### src/rtl/glyph_render_ctrl.sv
// glyph_render_ctrl: 8x8 font ROM row sequencer and pixel serialiser (optional macro GLYPH_ROW_PREFETCH_EN removes inter-row bubbles)
module glyph_render_ctrl #(
    parameter int ADDR_WIDTH = 13,
    parameter int DATA_WIDTH = 8,
    parameter int GLYPH_ROWS = 8
) (
    input  logic                  i_clk,
    input  logic                  i_Rst_n,
    input  logic                  i_Req,
    input  logic [7:0]            i_Code,
    output logic                  o_Ready,
    output logic [ADDR_WIDTH-1:0] o_Addr,
    input  logic [DATA_WIDTH-1:0] i_Data,
    output logic                  o_Pixel,
    output logic                  o_PixValid,
    input  logic                  i_PixReady,
    output logic [2:0]            o_Col,
    output logic [2:0]            o_Row,
    output logic                  o_Done
);
    typedef enum logic [1:0] {IDLE, FETCH, LOAD, SHIFT} state_t;
    localparam logic [2:0] LAST_ROW = 3'(GLYPH_ROWS - 1);
    localparam logic [2:0] LAST_COL = 3'(DATA_WIDTH - 1);
    state_t                state, state_n;
    logic [7:0]            code, code_n;
    logic [DATA_WIDTH-1:0] shift, shift_n;
    logic [ADDR_WIDTH-1:0] addr_n;
    logic [2:0]            col_n, row_n;
    logic                  valid_n, done_n, hs;

    function automatic logic [ADDR_WIDTH-1:0] row_addr(input logic [7:0] c, input logic [2:0] r);
        return ADDR_WIDTH'({1'b0, c, 1'b0, r});
    endfunction

    assign hs      = o_PixValid && i_PixReady;
    assign o_Pixel = shift[0];

    // next-state, address, counters and shift register update
    always_comb begin
        state_n = state;
        code_n  = code;
        shift_n = shift;
        addr_n  = o_Addr;
        col_n   = o_Col;
        row_n   = o_Row;
        valid_n = o_PixValid;
        done_n  = 1'b0;
        case (state)
            IDLE: if (i_Req) begin
                code_n  = i_Code;
                row_n   = '0;
                addr_n  = row_addr(i_Code, 3'd0);
                state_n = FETCH;
            end
            FETCH: state_n = LOAD;
            LOAD: begin
                shift_n = i_Data;
                col_n   = '0;
                valid_n = 1'b1;
                state_n = SHIFT;
`ifdef GLYPH_ROW_PREFETCH_EN
                if (o_Row != LAST_ROW) addr_n = row_addr(code, o_Row + 3'd1);
`endif
            end
            SHIFT: if (hs) begin
                if (o_Col != LAST_COL) begin
                    shift_n = shift >> 1;
                    col_n   = o_Col + 3'd1;
                end else if (o_Row != LAST_ROW) begin
                    row_n = o_Row + 3'd1;
`ifdef GLYPH_ROW_PREFETCH_EN
                    shift_n = i_Data;
                    col_n   = '0;
                    if (row_n != LAST_ROW) addr_n = row_addr(code, row_n + 3'd1);
`else
                    addr_n  = row_addr(code, row_n);
                    valid_n = 1'b0;
                    state_n = FETCH;
`endif
                end else begin
                    valid_n = 1'b0;
                    done_n  = 1'b1;
                    state_n = IDLE;
                end
            end
            default: state_n = IDLE;
        endcase
    end

    // state and registered outputs; reset aborts any glyph in flight
    always_ff @(posedge i_clk or negedge i_Rst_n) begin
        if (!i_Rst_n) begin
            state      <= IDLE;
            code       <= '0;
            shift      <= '0;
            o_Addr     <= '0;
            o_Col      <= '0;
            o_Row      <= '0;
            o_PixValid <= 1'b0;
            o_Done     <= 1'b0;
            o_Ready    <= 1'b1;
        end else begin
            state      <= state_n;
            code       <= code_n;
            shift      <= shift_n;
            o_Addr     <= addr_n;
            o_Col      <= col_n;
            o_Row      <= row_n;
            o_PixValid <= valid_n;
            o_Done     <= done_n;
            o_Ready    <= (state_n == IDLE);
        end
    end
endmodule
### config.mk
export PLATFORM = sky130hd
export DESIGN_NAME = glyph_render_ctrl
export DESIGN_NICKNAME = d
export VERILOG_FILES = /design/src/rtl/glyph_render_ctrl.sv
export SDC_FILE = /design/constraint.sdc
export NUM_CORES = 1
export LEC_CHECK = 0
export ABC_AREA = 1
export CAP_MARGIN = 5
export CORE_MARGIN = 8
export CORE_UTILIZATION = 45
export DETAILED_ROUTE_END_ITERATION = 8
export PLACE_DENSITY = 0.74
export SETUP_SLACK_MARGIN = 0.4
export SYNTH_ARGS = -nofsm -noshare
export SYNTH_HDL_FRONTEND = slang
export SYNTH_SLANG_ARGS = --single-unit
export TNS_END_PERCENT = 100
### constraint.sdc
create_clock -name i_clk -period 4.4 [get_ports i_clk]
set_clock_uncertainty 0.1 [all_clocks]
set_input_delay 0.44 -clock i_clk [delete_from_list [all_inputs] [get_ports i_clk]]
set_output_delay 0.44 -clock i_clk [all_outputs]
set_load 0.02 [all_outputs]
Figure 1. Cells by drive strength.
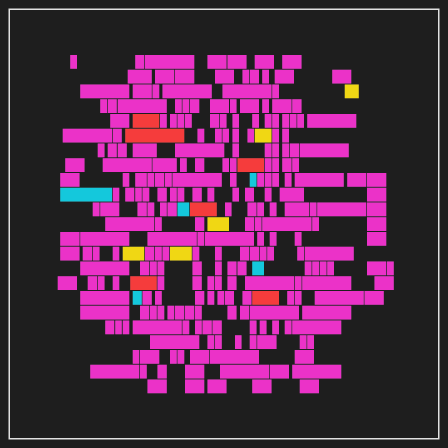
_2 cells -> cyan  # cells 5
_0 and _1 cells -> magenta  # cells 246
_6 and larger -> red  # cells 6
_3 and _4 cells -> yellow  # cells 5

Figure 2. Cell density map.
8 x 8 tiles, from black (low) to pale yellow (high), 0 to 100% covered.
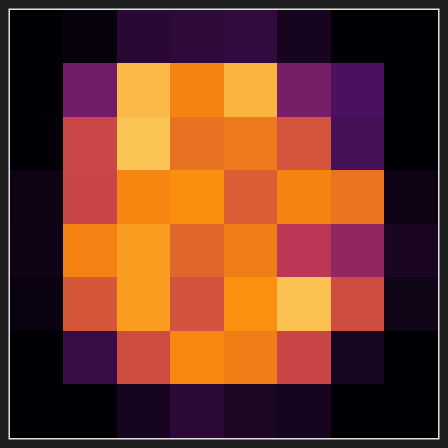
densest ninth of the die = middle
fullest tile = 87%
emptiest ninth of the die = top right
mean over tiles = 35%
nearly empty tiles = 20%
tiles over 75% full = 13%

Figure 3. Sequential cells coloured by netlist name.
Other sequential cells in the stronger grey, the rest of the logic in the fainter grey.
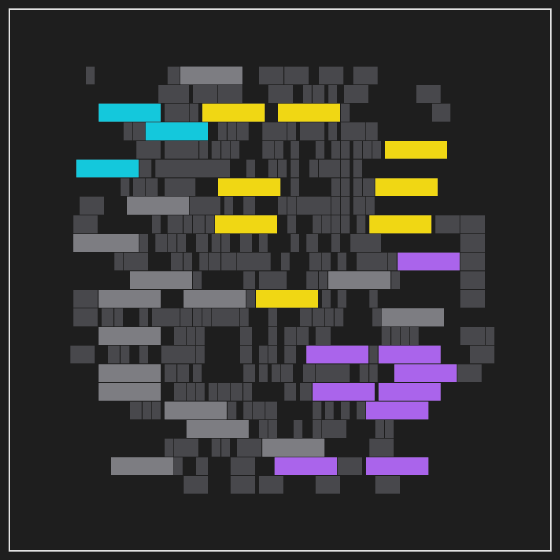
o_Addr -> purple  # placed flops 9
shift -> yellow  # placed flops 8
o_Col -> cyan  # placed flops 3
not coloured = 15

Figure 4. Track usage over the die.
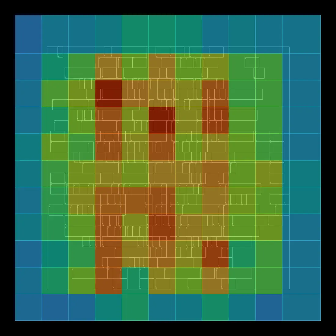
average wire per cell in the routed design: 13.0 µm
GRT busiest layer: met2
global-route total usage across every layer: 13.6%
met2 Track Usage GR: 21.5%
met1 track demand over resource: 17.2%

Figure 5. Cell classes on the final placement.
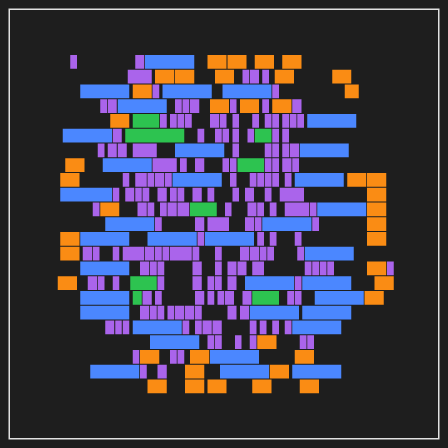
combinational and other logic -> purple  # cells 178, share of their area 36%
other buffers and delay cells -> orange  # cells 41, share of their area 19%
clock drivers and dummy loads -> green  # cells 8, share of their area 5.1%
flops -> blue  # cells 35, share of their area 40%

==> worst paths after layout <==
path,from,end,depth (start not counted)
worst max-delay path,o_Col[0]$_DFFE_PN0P_,shift[2]$_DFFE_PN0P_,7
worst min-delay path,code[2]$_DFFE_PN0P_,code[2]$_DFFE_PN0P_,2
worst max register to register,o_Col[0]$_DFFE_PN0P_,shift[2]$_DFFE_PN0P_,7
worst min register to register,code[2]$_DFFE_PN0P_,code[2]$_DFFE_PN0P_,2
max in group asynchronous,i_Rst_n,o_Ready$_DFF_PN1_,2
min in group asynchronous,i_Rst_n,shift[3]$_DFFE_PN0P_,2
==> through the flow <==
stage | util [%] | area [µm²]
global placement | 54.9 | 2150
CTS | 57.7 | 2260
floorplan | - | 1790
global route | 57.7 | 2260
detailed placement | 54.9 | 2150
finish | 57.7 | 2260
==> area by class of cell <==
type	count	area share, %
multi-input combinational	170	34.1
clock inverter	3	1.94
tap	50	2.77
timing repair buffer	41	18.1
sequential	35	38.8
clock buffer	5	3.05
inverter	8	1.33
==> flip-flops by register name, summed over array words and instances, names as in the netlist <==
name and count:
code 8, o_Addr 9, o_Col 3, o_Done 1
o_PixValid 1, o_Ready 1, o_Row 2, shift 8
state 2
==> synthesized netlist by cell type (all sizes together) <==
master	instances
o21ai	3
conb	1
nand3	42
nand4	1
dfstp	1
buf	14
nor2	9
nor3	1
inv	8
ha	5
dfrtp	34
clkbuf	2
nand2	107
==> logic make-up after synthesis <==
group / share of synthesized area (%)
adder cells (fa/ha/maj): 3.51
buffers and inverters: 7.80
other: 0.210
AND/OR/NAND/NOR: 38.4
flip-flops: 49.2
AND-OR/OR-AND: 0.842
==> worst max-delay path: cells and delay by family (launching register included) <==
family                     cells  cell delay [ps]
buffers and inverters          1               50
and+or+nand+nor                4             1110
adders and majority gates      2              440
DFF                            1              410
==> report_power, final <==
part / internal (µW) / switching (µW) / leakage (µW)
sequential: 400 / 63.6 / 0.000458
clock: 169 / 122 / 0.0000581
combinational: 197 / 253 / 0.000681
==> layout by cell type, fill, tap and decap left out <==
master                            instances
sky130_fd_sc_hd__o21ai_0                  3
sky130_fd_sc_hd__nor2_1                   8
sky130_fd_sc_hd__ha_1                     5
sky130_fd_sc_hd__bufinv_16                1
sky130_fd_sc_hd__clkdlybuf4s50_1         40
sky130_fd_sc_hd__nand2_4                  2
sky130_fd_sc_hd__nor2_4                   1
sky130_fd_sc_hd__inv_1                    7
sky130_fd_sc_hd__nor3_1                   1
sky130_fd_sc_hd__dfrtp_1                 34
sky130_fd_sc_hd__nand3_1                 42
sky130_fd_sc_hd__clkbuf_8                 5
sky130_fd_sc_hd__buf_4                    1
sky130_fd_sc_hd__nand2_1                103
sky130_fd_sc_hd__nand4_1                  1
sky130_fd_sc_hd__clkinv_4                 1
sky130_fd_sc_hd__nand2_2                  2
sky130_fd_sc_hd__inv_2                    1
sky130_fd_sc_hd__dfstp_2                  1
sky130_fd_sc_hd__conb_1                   2
sky130_fd_sc_hd__clkinv_2                 1
==> routing by layer <==
layer | share of wire, % | track usage, %
met3 | 6.7 | 3.61
met1 | 44 | 17.2
met5 | 0 | 0
met2 | 48 | 21.5
met4 | 1.4 | 5.56
==> results_tabular.tex <==
% Implementation results table
\begin{tabular}{lr}
\hline
Metric & Value \\
\hline
\multicolumn{2}{l}{\textbf{Critical path}} \\
Max Fanout on Critical Path & 13 \\
Endpoint class of the critical path & flop \\
Cell with the most instances on the worst path & sky130\_fd\_sc\_hd\_\_nand2\_1 \\
Worst path arrival time & 2310 ps \\
Worst path cell trace & ha\_1 -> ha\_1 -> inv\_1 -> nand4\_1 -> nand2\_1 -> nand2\_1 -> nand2\_1 \\
R2R Setup Slk & 2220 ps \\
Highest cell delay on the worst timing path & 470 ps \\
Data required, critical path & 4530 ps \\
Slowest cell on crit path & sky130\_fd\_sc\_hd\_\_nand2\_1 \\
Kind of launch point of the worst setup path & flop \\
Classification of the worst setup path & reg2reg \\
\multicolumn{2}{l}{\textbf{Route}} \\
Average via count per standard cell & 5.03 \\
Iteration count of the initial detailed-routing pass & 4 \\
Via count & 1,568 \\
Routed wire length & 4070 µm \\
Post-detailed-route DRC marker count & 0 \\
Number of antenna-violating nets in the routed design & 0 \\
DRC marker count from the first detailed-route iteration & 148 \\
\multicolumn{2}{l}{\textbf{Floorplanning}} \\
Chip area & 6230 µm² \\
Number of cell rows & 23 \\
Number of top-level pins & 43 \\
Area of the placeable core & 3910 µm² \\
Die X & 78.9 µm \\
Initial core utilization & 45.5\% \\
DIE HEIGHT & 78.9 µm \\
\multicolumn{2}{l}{\textbf{Final timing}} \\
Slew at the pin closest to its max-slew limit & 603 ps \\
Worst hold slack after final layout & 377 ps \\
Final hold violation count & 0 \\
Setup repair after global routing missed its margin & no \\
Final setup viols & 0 \\
Final period util & 49.6\% \\
Slew Limit Fails & 0 \\
Achievable frequency & 459 MHz \\
PnR worst setup slack & 2220 ps \\
Sum of negative setup slack & 0 ps \\
Final worst path period need & 2180 ps \\
Max transition margin & 59.7\% \\
\multicolumn{2}{l}{\textbf{CTS}} \\
CTS sink count & 35 \\
Late-Pin Clk Latency & 290 ps \\
Root buffer selected by CTS & sky130\_fd\_sc\_hd\_\_clkbuf\_8 \\
Clock tree from TritonCTS & built \\
Cts hold-fix bufs & 0 \\
Post-cts gate resize count & 0 \\
CTS Buffer Depth & 2 \\
Clock-pin slew reported for the worst setup and hold paths after clock tree synthesis & 70 ps \\
Setup repair bufs after CTS & 0 \\
CTS Buf Count & 5 \\
CTS H-tree lvls & 2 \\
\multicolumn{2}{l}{\textbf{Synth}} \\
Number of cells in Yosys stat & 228 \\
Synthesis Warnings & 0 \\
Biggest area contributors in the synthesized netlist & sky130\_fd\_sc\_hd\_\_dfrtp\_1 (48\%), sky130\_fd\_sc\_hd\_\_nand2\_1 (22\%), sky130\_fd\_sc\_hd\_\_nand3\_1 (12\%) \\
Library cells used by synthesis & 19 \\
Registers, synthesis & 35 \\
Synthesized instance count & 228 \\
Post-Syn Area & 1780 µm² \\
Top area contributor share & 47.8\% \\
Register area share after synthesis & 49.2\% \\
Largest area contributor in the netlist & sky130\_fd\_sc\_hd\_\_dfrtp\_1 \\
Average footprint of a synthesized cell & 7.81 µm² \\
Synthesis area per yosys & 1780 µm² \\
\multicolumn{2}{l}{\textbf{Power}} \\
Power consumption & 1200 µW \\
Peak supply drop & 0.000284 V \\
Leakage power & 0.00120 µW \\
Power density of the placed cells & 532 nW/µm² \\
\multicolumn{2}{l}{\textbf{Place}} \\
Cell count after placement & 304 \\
Number of buffers inserted by port buffering & 40 \\
Half-perimeter wire length after detailed placement & 2890 µm \\
Weighted congestion at the end of routability-driven global placement & 0.802 \\
Worst setup slack after placement & 2180 ps \\
\multicolumn{2}{l}{\textbf{Cells and area}} \\
Total of fill cells in the finished design & 383 \\
Diode insertion count for antenna repair & 0 \\
Combined area of the multi-input logic cells & 769 µm² \\
FF/Latch Area & 877 µm² \\
Net count reported at finish & 286 \\
Share of layout cells above drive strength 1 & 6.11\% \\
Fin cells & 312 \\
Area growth from synthesis to final layout & 26.8\% \\
\multicolumn{2}{l}{\textbf{Global route}} \\
Aggregate global routing overflow & 0 \\
Antenna violations before repair & 0 \\
Pin count of the biggest net entering global routing & 36 \\
Via count of the first global-routing pass & 1,493 \\
Global-route wire length before repair & 6890 µm \\
\multicolumn{2}{l}{\textbf{Run status}} \\
Run status & complete, no violations \\
\multicolumn{2}{l}{\textbf{Run}} \\
Count of max-cap constraint violations & 0 \\
OpenROAD warning count & 27 \\
\multicolumn{2}{l}{\textbf{Worst hold path}} \\
Class of the tightest hold or removal check & reg2reg \\
\hline
\end{tabular}
Power is estimated from default activity; no workload was simulated.
